`src/rtl/uart_rx_deserializer.sv`:
```
// UART receive deserializer: oversampled recovery of 11-bit frames
// (start, 8 data, parity, stop) with start/stop/parity checking.
module uart_rx_deserializer #(
  parameter int unsigned OVERSAMPLE = 16,
  parameter bit          PARITY_ODD = 1'b0
) (
  input  logic        clk,
  input  logic        rst_n,
  input  logic        sample_tick,
  input  logic        rx_in,
  output logic [10:0] frame_out,
  output logic [7:0]  data_out,
  output logic        frame_valid,
  output logic        parity_err,
  output logic        framing_err,
  output logic        rx_busy
);

  localparam int unsigned FRAME_W = 11;
  localparam int unsigned BIT_W   = 4;
  localparam int unsigned TICK_W  = $clog2(OVERSAMPLE);

  localparam logic [TICK_W-1:0] HALF_LAST = TICK_W'(OVERSAMPLE / 2 - 1);
  localparam logic [TICK_W-1:0] BIT_LAST  = TICK_W'(OVERSAMPLE - 1);
  localparam logic [BIT_W-1:0]  STOP_IDX  = BIT_W'(9);

  typedef enum logic [1:0] {
    IDLE,
    START,
    BITS,
    WAIT_IDLE
  } state_e;

  state_e               state_q, state_d;
  logic                 rx_meta_q, rx_s_q;
  logic [TICK_W-1:0]    tick_cnt_q, tick_cnt_d;
  logic [BIT_W-1:0]     bit_cnt_q, bit_cnt_d;
  // Holds the bits received so far; the incoming sample completes the frame.
  logic [FRAME_W-2:0]   shreg_q, shreg_d;
  logic [FRAME_W-1:0]   frame_q, frame_d;
  logic                 frame_valid_q, frame_valid_d;
  logic                 parity_err_q, parity_err_d;
  logic                 framing_err_q, framing_err_d;
  logic                 rx_busy_q, rx_busy_d;
  logic [FRAME_W-1:0]   shreg_next;

  assign shreg_next = {shreg_q, rx_s_q};

  // Next-state and output logic.
  always_comb begin
    state_d       = state_q;
    tick_cnt_d    = tick_cnt_q;
    bit_cnt_d     = bit_cnt_q;
    shreg_d       = shreg_q;
    frame_d       = frame_q;
    frame_valid_d = 1'b0;
    parity_err_d  = parity_err_q;
    framing_err_d = framing_err_q;

    if (sample_tick) begin
      case (state_q)
        IDLE: begin
          if (!rx_s_q) begin
            state_d    = START;
            tick_cnt_d = '0;
          end
        end
        START: begin
          if (tick_cnt_q == HALF_LAST) begin
            if (rx_s_q) begin
              state_d = IDLE;
            end else begin
              shreg_d    = shreg_next[FRAME_W-2:0];
              bit_cnt_d  = '0;
              tick_cnt_d = '0;
              state_d    = BITS;
            end
          end else begin
            tick_cnt_d = tick_cnt_q + TICK_W'(1);
          end
        end
        BITS: begin
          if (tick_cnt_q == BIT_LAST) begin
            tick_cnt_d = '0;
            shreg_d    = shreg_next[FRAME_W-2:0];
            bit_cnt_d  = bit_cnt_q + BIT_W'(1);
            if (bit_cnt_q == STOP_IDX) begin
              frame_d       = shreg_next;
              frame_valid_d = 1'b1;
              parity_err_d  = ((^shreg_next[9:1]) != PARITY_ODD);
              framing_err_d = ~shreg_next[0];
              bit_cnt_d     = '0;
              state_d       = rx_s_q ? IDLE : WAIT_IDLE;
            end
          end else begin
            tick_cnt_d = tick_cnt_q + TICK_W'(1);
          end
        end
        WAIT_IDLE: begin
          if (rx_s_q) begin
            state_d = IDLE;
          end
        end
        default: state_d = IDLE;
      endcase
    end

    rx_busy_d = (state_d != IDLE);
  end

  // State and output registers, including the two-flop line synchroniser.
  always_ff @(posedge clk or negedge rst_n) begin
    if (!rst_n) begin
      state_q       <= IDLE;
      rx_meta_q     <= 1'b1;
      rx_s_q        <= 1'b1;
      tick_cnt_q    <= '0;
      bit_cnt_q     <= '0;
      shreg_q       <= '1;
      frame_q       <= '1;
      frame_valid_q <= 1'b0;
      parity_err_q  <= 1'b0;
      framing_err_q <= 1'b0;
      rx_busy_q     <= 1'b0;
    end else begin
      state_q       <= state_d;
      rx_meta_q     <= rx_in;
      rx_s_q        <= rx_meta_q;
      tick_cnt_q    <= tick_cnt_d;
      bit_cnt_q     <= bit_cnt_d;
      shreg_q       <= shreg_d;
      frame_q       <= frame_d;
      frame_valid_q <= frame_valid_d;
      parity_err_q  <= parity_err_d;
      framing_err_q <= framing_err_d;
      rx_busy_q     <= rx_busy_d;
    end
  end

  assign frame_out   = frame_q;
  assign data_out    = frame_q[9:2];
  assign frame_valid = frame_valid_q;
  assign parity_err  = parity_err_q;
  assign framing_err = framing_err_q;
  assign rx_busy     = rx_busy_q;

endmodule

```
`config.mk`:
```
export PLATFORM = sky130hd
export DESIGN_NAME = uart_rx_deserializer
export DESIGN_NICKNAME = d
export VERILOG_FILES = /design/src/rtl/uart_rx_deserializer.sv
export SDC_FILE = /design/constraint.sdc
export NUM_CORES = 1
export LEC_CHECK = 0
export ABC_CLOCK_PERIOD_IN_PS = 2450
export CELL_PAD_IN_SITES_DETAIL_PLACEMENT = 1
export CELL_PAD_IN_SITES_GLOBAL_PLACEMENT = 1
export CORE_ASPECT_RATIO = 1.75
export CORE_UTILIZATION = 43
export DETAILED_ROUTE_END_ITERATION = 8
export PLACE_DENSITY = 0.86
export SLEW_MARGIN = 0
export SYNTH_ARGS = -nofsm -noshare
export SYNTH_HDL_FRONTEND = slang
export SYNTH_SLANG_ARGS = --single-unit
```
`constraint.sdc`:
```
create_clock -name clk -period 2.45 [get_ports clk]
set_input_delay 0.6125 -clock clk [delete_from_list [all_inputs] [get_ports clk]]
set_output_delay 0.6125 -clock clk [all_outputs]
set_load 0.1 [all_outputs]
```
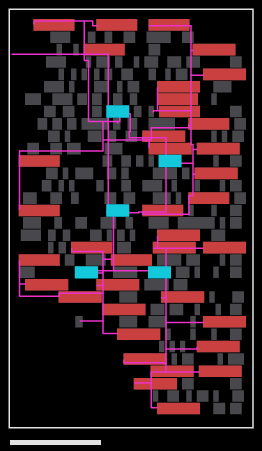
Fig. 1. Clock wires, drivers and flops.
Scale bar: 20 um.
Key: clock wires = magenta [length 487 um]; flip-flops = red [count 37]; clock drivers = cyan [count 5]
There are 6 routed clock nets.
clock power share: 0.174
Clk power: 0.410 mW
Worst-Skew Late Latency: 290 ps
clock skew: 11.60 ps

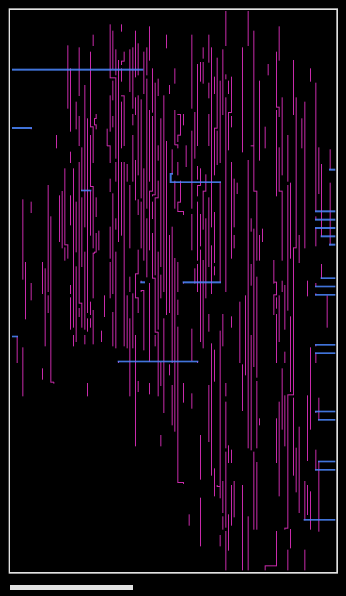
Fig. 2. Signal wires by layer.
Scale bar: 20 um. Only two layers are drawn.
Key: metal 2 = magenta [wire length 2,560 um]; metal 3 = blue [wire length 97.3 um]
Total GRT Usage: 0.2040
final wirelength: 4.333 mm
DR WL/cell: 16.67 um
routed vias: 1,408

==> impl_metrics.csv <==
group,metric,value,unit
status,status,"completed",
finish,lay_top_count,"nand2_1",
placement,placed_cell_area,0.002173,mm2
hold_path,holdPathEnd,"rx_s_q$_DFF_PN1_",
global_route,grt_pass1_vias,1518,
setup_path,slowest_delay,470,ps
timing,tns,0,ps
floorplan,core,0.004404,mm2
yosys,syn_area,0.001976,mm2
hold_path,hold_class,"reg -> reg",
power_and_ir_drop,power_density,1042,mW/mm2
timing,max_freq,0.4483,GHz
timing,min_period,2231,ps
setup_path,regToRegStartpoint,"state_q[1]$_DFF_PN0_",
yosys,async_flop_share,1.000,
global_route,met1_usage,0.2220,
detailed_routing,via_per_inst,5.415,
floorplan,pin_count,27,
setup_path,slowest_stage,"or2_1",
timing,grt_setup_unrepaired,"no",
floorplan,rows,32,
setup_path,cp-startpoint,"state_q[1]$_DFF_PN0_",
power_and_ir_drop,power,2.352,mW
detailed_routing,drc,0,
yosys,flop_cell,"dfstp_2",
clock_tree,clock_path_buffers,2,
global_route,grt-busiest-layer,"met2",
clock_tree,cts-resized-gates,0,
setup_path,worst_setup_path_end_kind,"flop",
timing,tightestPinTransition,506.4,ps
finish,most-common-layout-cells,"36 x nand2_1, 29 x buf_4, 23 x dfstp_2",
setup_path,crit_end,"shreg_q[9]$_DFFE_PN1P_",
setup_path,ff2ff_setup_slack,220,ps
finish,nets,219,
clock_tree,cts_tree,"built",
yosys,edf_count,0,
global_route,grt_max_degree,38,
finish,drive_above_1_share,0.3732,
run,maxCapViolCount,0,
yosys,synth-warning-count,0,
global_route,grt_pass1_wl,7.293,mm
setup_path,crit_required,2660,ps
setup_path,rr_endpoint,"shreg_q[9]$_DFFE_PN1P_",
setup_path,path_cells,"inv_1 -> ha_1 -> nor2_1 -> nand3b_1 -> or2_1 -> mux2_4",
detailed_routing,dr.first_iter.drc_count,20,
detailed_routing,drtAntennaViolNets,0,
finish,fillers,493,
clock_tree,cts_buffers,5,
timing,maxSlewHeadroom,0.6624,
timing,hold_violations,0,
yosys,yosys.area.top_type_share,0.3059,
clock_tree,clock_sink_count,37,
finish,final_area,0.002256,mm2
setup_path,path_max_fanout,10,
floorplan,die_area,0.004881,mm2
timing,fin_crit_sh,0.9105,
yosys,synth_flops,37,
yosys,yosys-top-cells-area,"dfstp_2 31%, dfrtp_1 18%, nand2_1 6.8%, ha_1 4.4%, mux2_4 3.8%",
yosys,synth_area_leader_cell,"dfstp_2",
global_route,antenna_found_initial,0,
setup_path,r2r_cells,6,
yosys,yosys_cells,184,
hold_path,hold_start,"rx_meta_q$_DFF_PN1_",
placement,place.gp.congestion,0.8122,
setup_path,critPathLaunchType,"flop",
placement,dp.cells,252,
detailed_routing,dr.pass1.iters,4,
placement,place_ws,213.3,ps
yosys,synth_nets,195,
finish,final_util,0.5122,
placement,portBuffers,26,
timing,hold_slack,355.7,ps
clock_tree,root_buffer,"clkbuf_8",
timing,slew_violations,0,
yosys,ys_seq_frac,0.4832,
clock_tree,path_clk_slew,80,ps
clock_tree,ctsHoldBuffers,0,
run,warnings,30,
power_and_ir_drop,leakage,1.073,nW
timing,finalSetupViolCount,0,
floorplan,die_w,53.24,um
finish,area_growth,14.19,%
finish,fin_cells,260,
power_and_ir_drop,vdd.ir_drop.worst,579.8,uV
floorplan,fp_util,0.4486,
setup_path,arrival,2440,ps
finish,num_antenna_cells,0,
clock_tree,postCtsSetupBuffers,0,
finish,largest_reg_flops,11,
yosys,synth.avg_cell_area,10.74,um2
hold_path,min_path_cells,0,
floorplan,dieHeight,91.67,um
yosys,synth_cells,184,
global_route,grt.met2_usage,0.3740,
setup_path,path_class,"reg -> reg",
timing,timing.final.ws_setup,219.4,ps
placement,dpl.hpwl,3.265,mm
yosys,yosys_area,0.001976,mm2
clock_tree,ctsHtreeMaxLevel,2,
global_route,grt-ovfl-total,0,
global_route,grtUsageMet3,0.03483,
yosys,synthDistinctLibCells,46,
-- cells in the mapped netlist, drive strengths merged (2+ instances only) --
master / n
nand2: 36
dfstp: 23
dfrtp: 14
buf: 12
mux2: 11
inv: 8
ha: 7
o21ai: 7
nand3: 6
a21oi: 5
nor2b: 5
nand3b: 4
nor2: 4
xnor2: 4
a21o: 3
clkbuf: 3
nand2b: 3
a22o: 2
nor3: 2
o311ai: 2
o31ai: 2
xor2: 2
-- per-layer routing --
metal | vias up | share of wire
li1 | 671 | -
met1 | 707 | 0.38
met2 | 28 | 0.59
met3 | 2 | 0.022
met4 | 0 | 0.0078
met5 | - | 0
-- where the power goes --
group | total [mW] | internal, mW | switching, mW
Clock | 0.410 | 0.197 | 0.213
Sequential | 0.937 | 0.785 | 0.152
Combinational | 1.01 | 0.426 | 0.579
-- final cells by class --
| class | instances | area [um2] | area share |
|---|---|---|---|
| Multi-Input combinational cell | 124 | 877.1 | 0.3888 |
| Sequential cell | 37 | 954.7 | 0.4232 |
| Clock inverter | 2 | 10.01 | 0.004437 |
| Timing Repair Buffer | 32 | 247.7 | 0.1098 |
| Inverter | 8 | 30.03 | 0.01331 |
| Clock buffer | 6 | 72.57 | 0.03217 |
| Tap cell | 51 | 63.81 | 0.02829 |
-- cell families (layout without fill, tap and decap cells) --
kind of cell,Yosys count,in the layout,synth area share
xor+xnor,7,7,0.03800
flops,37,37,0.4832
compound gates,28,28,0.1013
simple gates,71,71,0.1881
buf+inv,23,48,0.07283
fa+ha+maj,7,7,0.04433
mux,11,11,0.07219
-- critical path, delay by kind of cell, from the launching register on --
family | cells | cell delay [ps]
adder cells (fa/ha/maj) | 1 | 250
buffers and inverters | 1 | 90
multiplexers | 1 | 340
flip-flops | 1 | 430
AND/OR/NAND/NOR | 3 | 1040
Power is estimated from default activity; no workload was simulated.
